===== config.mk =====
export PLATFORM = sky130hd
export DESIGN_NAME = rotary_position_tracker
export DESIGN_NICKNAME = d
export VERILOG_FILES = /design/src/rtl/rotary_position_tracker_pkg.sv /design/src/rtl/rotary_position_tracker_delta_acc.sv /design/src/rtl/rotary_position_tracker.sv
export SDC_FILE = /design/constraint.sdc
export NUM_CORES = 1
export LEC_CHECK = 0
export ABC_AREA = 1
export CAP_MARGIN = 20
export CORE_UTILIZATION = 40
export CTS_BUF_LIST = sky130_fd_sc_hd__clkbuf_8
export DETAILED_ROUTE_END_ITERATION = 10
export PLACE_DENSITY = 0.65
export REMOVE_ABC_BUFFERS = 1
export SETUP_SLACK_MARGIN = 0.05
export SYNTH_ARGS = -nofsm -noshare
export SYNTH_HDL_FRONTEND = slang
export SYNTH_HIERARCHICAL = 1
export SYNTH_SLANG_ARGS = --single-unit

===== constraint.sdc =====
create_clock -name i_clk -period 1.8 [get_ports i_clk]
set_input_delay 0.27 -clock i_clk [delete_from_list [all_inputs] [get_ports i_clk]]
set_output_delay 0.27 -clock i_clk [all_outputs]
set_load 0.05 [all_outputs]

===== src/rtl/rotary_position_tracker_pkg.sv =====
// Shared definitions for the rotary position tracker: direction encoding,
// step signs and a signed clamp helper.
package rotary_position_tracker_pkg;

    localparam logic DIR_CW  = 1'b1;
    localparam int   STEP_UP = 1;
    localparam int   STEP_DN = -1;

    function automatic int clamp_signed(input int value, input int limit);
        if (value > limit) begin
            return limit;
        end else if (value < -limit) begin
            return -limit;
        end else begin
            return value;
        end
    endfunction

endpackage


===== src/rtl/rotary_position_tracker_delta_acc.sv =====
// Signed saturating step accumulator behind a valid/ready output register.
// Steps arriving while the consumer stalls are banked in acc, never dropped unless acc clamps.
module rotary_position_tracker_delta_acc
    import rotary_position_tracker_pkg::*;
#(
    parameter int DELTA_WIDTH = 4
) (
    input  logic                          clk,
    input  logic                          rst_n,
    input  logic                          clr,
    input  logic                          step_up,
    input  logic                          step_dn,
    input  logic                          ready,
    output logic                          valid,
    output logic signed [DELTA_WIDTH-1:0] delta,
    output logic                          ovf
);

    localparam int DMAX = 2**(DELTA_WIDTH-1) - 1;

    logic signed [DELTA_WIDTH-1:0] acc;
    int                            sum;
    int                            sum_clamped;
    logic                          clamp_hit;

    always_comb begin
        sum = int'(acc);
        if (step_up) begin
            sum = sum + STEP_UP;
        end else if (step_dn) begin
            sum = sum + STEP_DN;
        end
        sum_clamped = clamp_signed(sum, DMAX);
        clamp_hit   = (sum != sum_clamped);
    end

    // Output slot free: move pending net steps out; a net of zero yields no event.
    always_ff @(posedge clk or negedge rst_n) begin
        if (!rst_n) begin
            valid <= 1'b0;
            delta <= '0;
            acc   <= '0;
            ovf   <= 1'b0;
        end else if (clr) begin
            valid <= 1'b0;
            delta <= '0;
            acc   <= '0;
            ovf   <= 1'b0;
        end else if (!valid || ready) begin
            delta <= DELTA_WIDTH'(sum_clamped);
            valid <= (sum_clamped != 0);
            acc   <= '0;
            if (clamp_hit) ovf <= 1'b1;
        end else begin
            acc <= DELTA_WIDTH'(sum_clamped);
            if (clamp_hit) ovf <= 1'b1;
        end
    end

endmodule


===== src/rtl/rotary_position_tracker.sv =====
// Bounded absolute position tracker fed by quadrature step strobes, with decode-error count
// and a stall-tolerant delta event channel. Optional ROTARY_POS_VELOCITY_EN adds ov_step_period.
module rotary_position_tracker
    import rotary_position_tracker_pkg::*;
#(
    parameter int POS_WIDTH   = 8,
    parameter int POS_MIN     = 0,
    parameter int POS_MAX     = 99,
    parameter int POS_INIT    = 0,
    parameter int WRAP        = 1,
    parameter int DELTA_WIDTH = 4,
    parameter int ERR_WIDTH   = 4
) (
    input  logic                          i_clk,
    input  logic                          i_rst_n,
    input  logic                          i_clr,
    input  logic                          i_cnt,
    input  logic                          i_cnt_cw,
    input  logic                          i_cnt_err,
    output logic [POS_WIDTH-1:0]          ov_pos,
    output logic                          o_at_min,
    output logic                          o_at_max,
    output logic                          o_evt_valid,
    input  logic                          i_evt_ready,
    output logic signed [DELTA_WIDTH-1:0] ov_evt_delta,
    output logic                          o_evt_ovf,
    output logic [ERR_WIDTH-1:0]          ov_err_cnt
`ifdef ROTARY_POS_VELOCITY_EN
    ,
    output logic [15:0]                   ov_step_period
`endif
);

    localparam logic [POS_WIDTH-1:0] P_MIN  = POS_WIDTH'(POS_MIN);
    localparam logic [POS_WIDTH-1:0] P_MAX  = POS_WIDTH'(POS_MAX);
    localparam logic [POS_WIDTH-1:0] P_INIT = POS_WIDTH'(POS_INIT);
    localparam logic [POS_WIDTH-1:0] P_ONE  = POS_WIDTH'(1);
    localparam logic [ERR_WIDTH-1:0] E_ONE  = ERR_WIDTH'(1);

    logic [POS_WIDTH-1:0] pos_next;
    logic                 step_up;
    logic                 step_dn;

    assign o_at_min = (ov_pos == P_MIN);
    assign o_at_max = (ov_pos == P_MAX);

    // A step coinciding with a decode error is untrustworthy and ignored.
    always_comb begin
        pos_next = ov_pos;
        step_up  = 1'b0;
        step_dn  = 1'b0;
        if (i_cnt && !i_cnt_err) begin
            if (i_cnt_cw == DIR_CW) begin
                if (!o_at_max) begin
                    pos_next = ov_pos + P_ONE;
                    step_up  = 1'b1;
                end else if (WRAP != 0) begin
                    pos_next = P_MIN;
                    step_up  = 1'b1;
                end
            end else begin
                if (!o_at_min) begin
                    pos_next = ov_pos - P_ONE;
                    step_dn  = 1'b1;
                end else if (WRAP != 0) begin
                    pos_next = P_MAX;
                    step_dn  = 1'b1;
                end
            end
        end
    end

    always_ff @(posedge i_clk or negedge i_rst_n) begin
        if (!i_rst_n) begin
            ov_pos     <= P_INIT;
            ov_err_cnt <= '0;
        end else if (i_clr) begin
            ov_pos     <= P_INIT;
            ov_err_cnt <= '0;
        end else begin
            ov_pos <= pos_next;
            if (i_cnt_err && (ov_err_cnt != '1)) begin
                ov_err_cnt <= ov_err_cnt + E_ONE;
            end
        end
    end

    rotary_position_tracker_delta_acc #(
        .DELTA_WIDTH (DELTA_WIDTH)
    ) u_delta_acc (
        .clk     (i_clk),
        .rst_n   (i_rst_n),
        .clr     (i_clr),
        .step_up (step_up),
        .step_dn (step_dn),
        .ready   (i_evt_ready),
        .valid   (o_evt_valid),
        .delta   (ov_evt_delta),
        .ovf     (o_evt_ovf)
    );

`ifdef ROTARY_POS_VELOCITY_EN
    // gap_left counts down from FFFE after each step; zero means the gap has saturated.
    logic [15:0] gap_left;

    always_ff @(posedge i_clk or negedge i_rst_n) begin
        if (!i_rst_n) begin
            gap_left       <= '0;
            ov_step_period <= 16'hFFFF;
        end else if (i_clr) begin
            gap_left       <= '0;
            ov_step_period <= 16'hFFFF;
        end else if (step_up || step_dn) begin
            ov_step_period <= 16'hFFFF - gap_left;
            gap_left       <= 16'hFFFE;
        end else if (gap_left != '0) begin
            gap_left <= gap_left - 16'd1;
        end
    end
`endif

endmodule

==> impl_metrics.ini <==
; generated from flow reports
[outcome]
outcome = finished clean

[floorplanning]
dieArea_um2 = 4560
ios = 27
dieWidth_um = 67.5

[logic_synthesis]
netlist-cell-type-count = 30
synth.most_common_cell = nand2_1
largest_area_cell = dfrtp_1
synth_seq_share = 0.320
top_cells_by_count = nand2_1, inv_1, dfrtp_1

[grt]
grt.total_usage = 0.199

[sta]
finalClockPeriodUsage = 0.948
hold_viol = 0
rsz0062_at_grt = true

[critical_path]
crit_type = flip-flop to output pin
rr_worst_depth = 12
endpoint_kind = output pin
path_depth = 1
crit_end = ov_evt_delta[1]
worstPathRequired_ns = 1.53
slowest_stage = clkdlybuf4s50_1
crit_chain = clkdlybuf4s50_1
crit_family = buffers and inverters
startpoint = u_delta_acc/delta[1]

[routing]
drc = 0
first_pass_iters = 5
via_per_inst = 4.83

[pwr]
seq_power_share = 0.343
p_sw_w = 0.000587
comb_power_share = 0.376

[cells_and_area]
fin_nets = 309
drive_above_1_share = 0.373
fillers = 359

[place]
placed_cell_area_um2 = 2120
-- layout make-up --
cell class	count	area share
clock inverter	1	0.0125
clock buffer	3	0.0172
multi-input combinational	180	0.449
tap	50	0.0261
sequential	22	0.232
timing repair buffer	55	0.208
inverter	34	0.0554
-- flip-flops by register name, summed over array words and instances, names as in the netlist --
name	count
u_delta_acc/delta	4
u_delta_acc/valid	1
ov_err_cnt	4
u_delta_acc/ovf	1
u_delta_acc/acc	4
ov_pos	8
-- worst min-delay path by stage --
stage | startpoint | to | slack (ns) | cells past startpoint
6_report | i_rst_n | u_delta_acc/acc[2] | 0.34 | 2
5_1_grt | i_rst_n | u_delta_acc/acc[2] | 0.35 | 2
4_1_cts | i_rst_n | u_delta_acc/acc[2] | 0.35 | 2
3_5_place_dp | ov_err_cnt[3] | ov_err_cnt[3] | 0.49 | 1
3_3_place_gp | ov_err_cnt[3] | ov_err_cnt[3] | 0.49 | 1
2_1_floorplan | i_rst_n | ov_err_cnt[0] | -0.03 | 0
-- logic make-up after synthesis --
family / count (synthesis) / synth area share
AOI/OAI and AO/OA: 21 / 0.0699
adders and majority gates: 6 / 0.0437
buffers and inverters: 37 / 0.0940
xor gates and xnor gates: 5 / 0.0255
and+or+nand+nor: 148 / 0.446
DFF: 22 / 0.320
-- power by group through the flow --
stage	Sequential [W]	Combinational [W]	Clock, W
after floorplan	0.000669	0.000270	0
after detailed placement	0.000576	0.000563	0
after CTS	0.000565	0.000573	0.000473
after global placement	0.000576	0.000558	0
final	0.000566	0.000621	0.000464
after global routing	0.000571	0.000672	0.000500
-- routing by layer --
layer  vias to the layer above  track usage  share of wire
met2                        28        0.297           0.47
met5                         -            0              0
met1                       765        0.298           0.49
met3                         2       0.0253          0.029
li1                        872            -              -
met4                         0       0.0479         0.0074
-- timing repair --
item,in CTS,in global routing
setup buffers,2,12
pin swaps,0,15
endpoints found under the setup margin,10,14
resized,3,31
-- cells in the final DEF, fill, tap and decap left out, types with 8 or more instances in the layout --
cell / synthesis / layout
nand3_1: 21 / 20
dfrtp_1: 22 / 18
nor2_2: 11 / 11
buf_4: 0 / 39
inv_2: 7 / 8
nand2_2: 7 / 10
nor2_1: 20 / 17
nand2_1: 68 / 64
inv_1: 26 / 23
-- stage by stage --
stage	utilization	total power, W	std cells	setup WS [ns]
after floorplan	-	0.000939	236	-0.0750
after global placement	0.523	0.00113	327	-0.303
after detailed placement	0.523	0.00114	327	-0.332
after CTS	0.546	0.00161	333	0.0529
after global routing	0.591	0.00174	345	0.00127
final	0.591	0.00165	345	0.0933
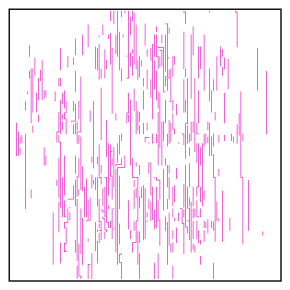
layer_met2.png
Scale: 4 px per um.
The longest straight run is 24.3 um. The layer carries 1960 um of wire. The wires run mostly vertical. 243 nets have wire on it.
GRT met2 Usage: 0.297
Routed WL: 4180 um
vias after detailed routing: 1667

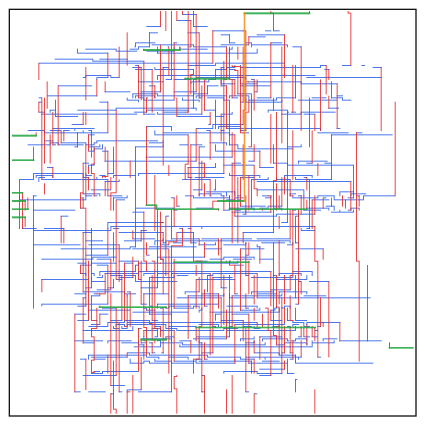
wires.png
Scale: 6 px per um.
Key: metal 1 = blue [wire length 2070 um]; metal 2 = red [wire length 1960 um]; metal 3 = green [wire length 121 um]; metal 4 = orange [wire length 31.3 um]

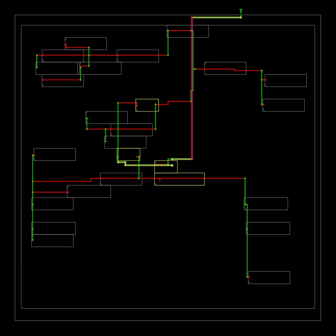
clocks.png
worst skew pair latency: 0.27 ns
Sink Count: 22
clock buffer count: 3
clock-net power: 0.000464 W

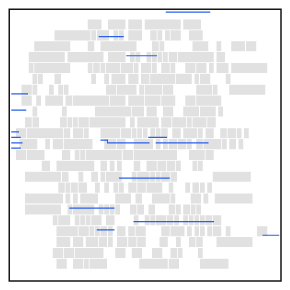
layer_met3.png
Scale: 4 px per um.
The longest straight run is 19.8 um. The layer carries 121 um of wire. The wires run mostly horizontal. 16 nets have wire on it.

Power and IR drop assume default switching activity.
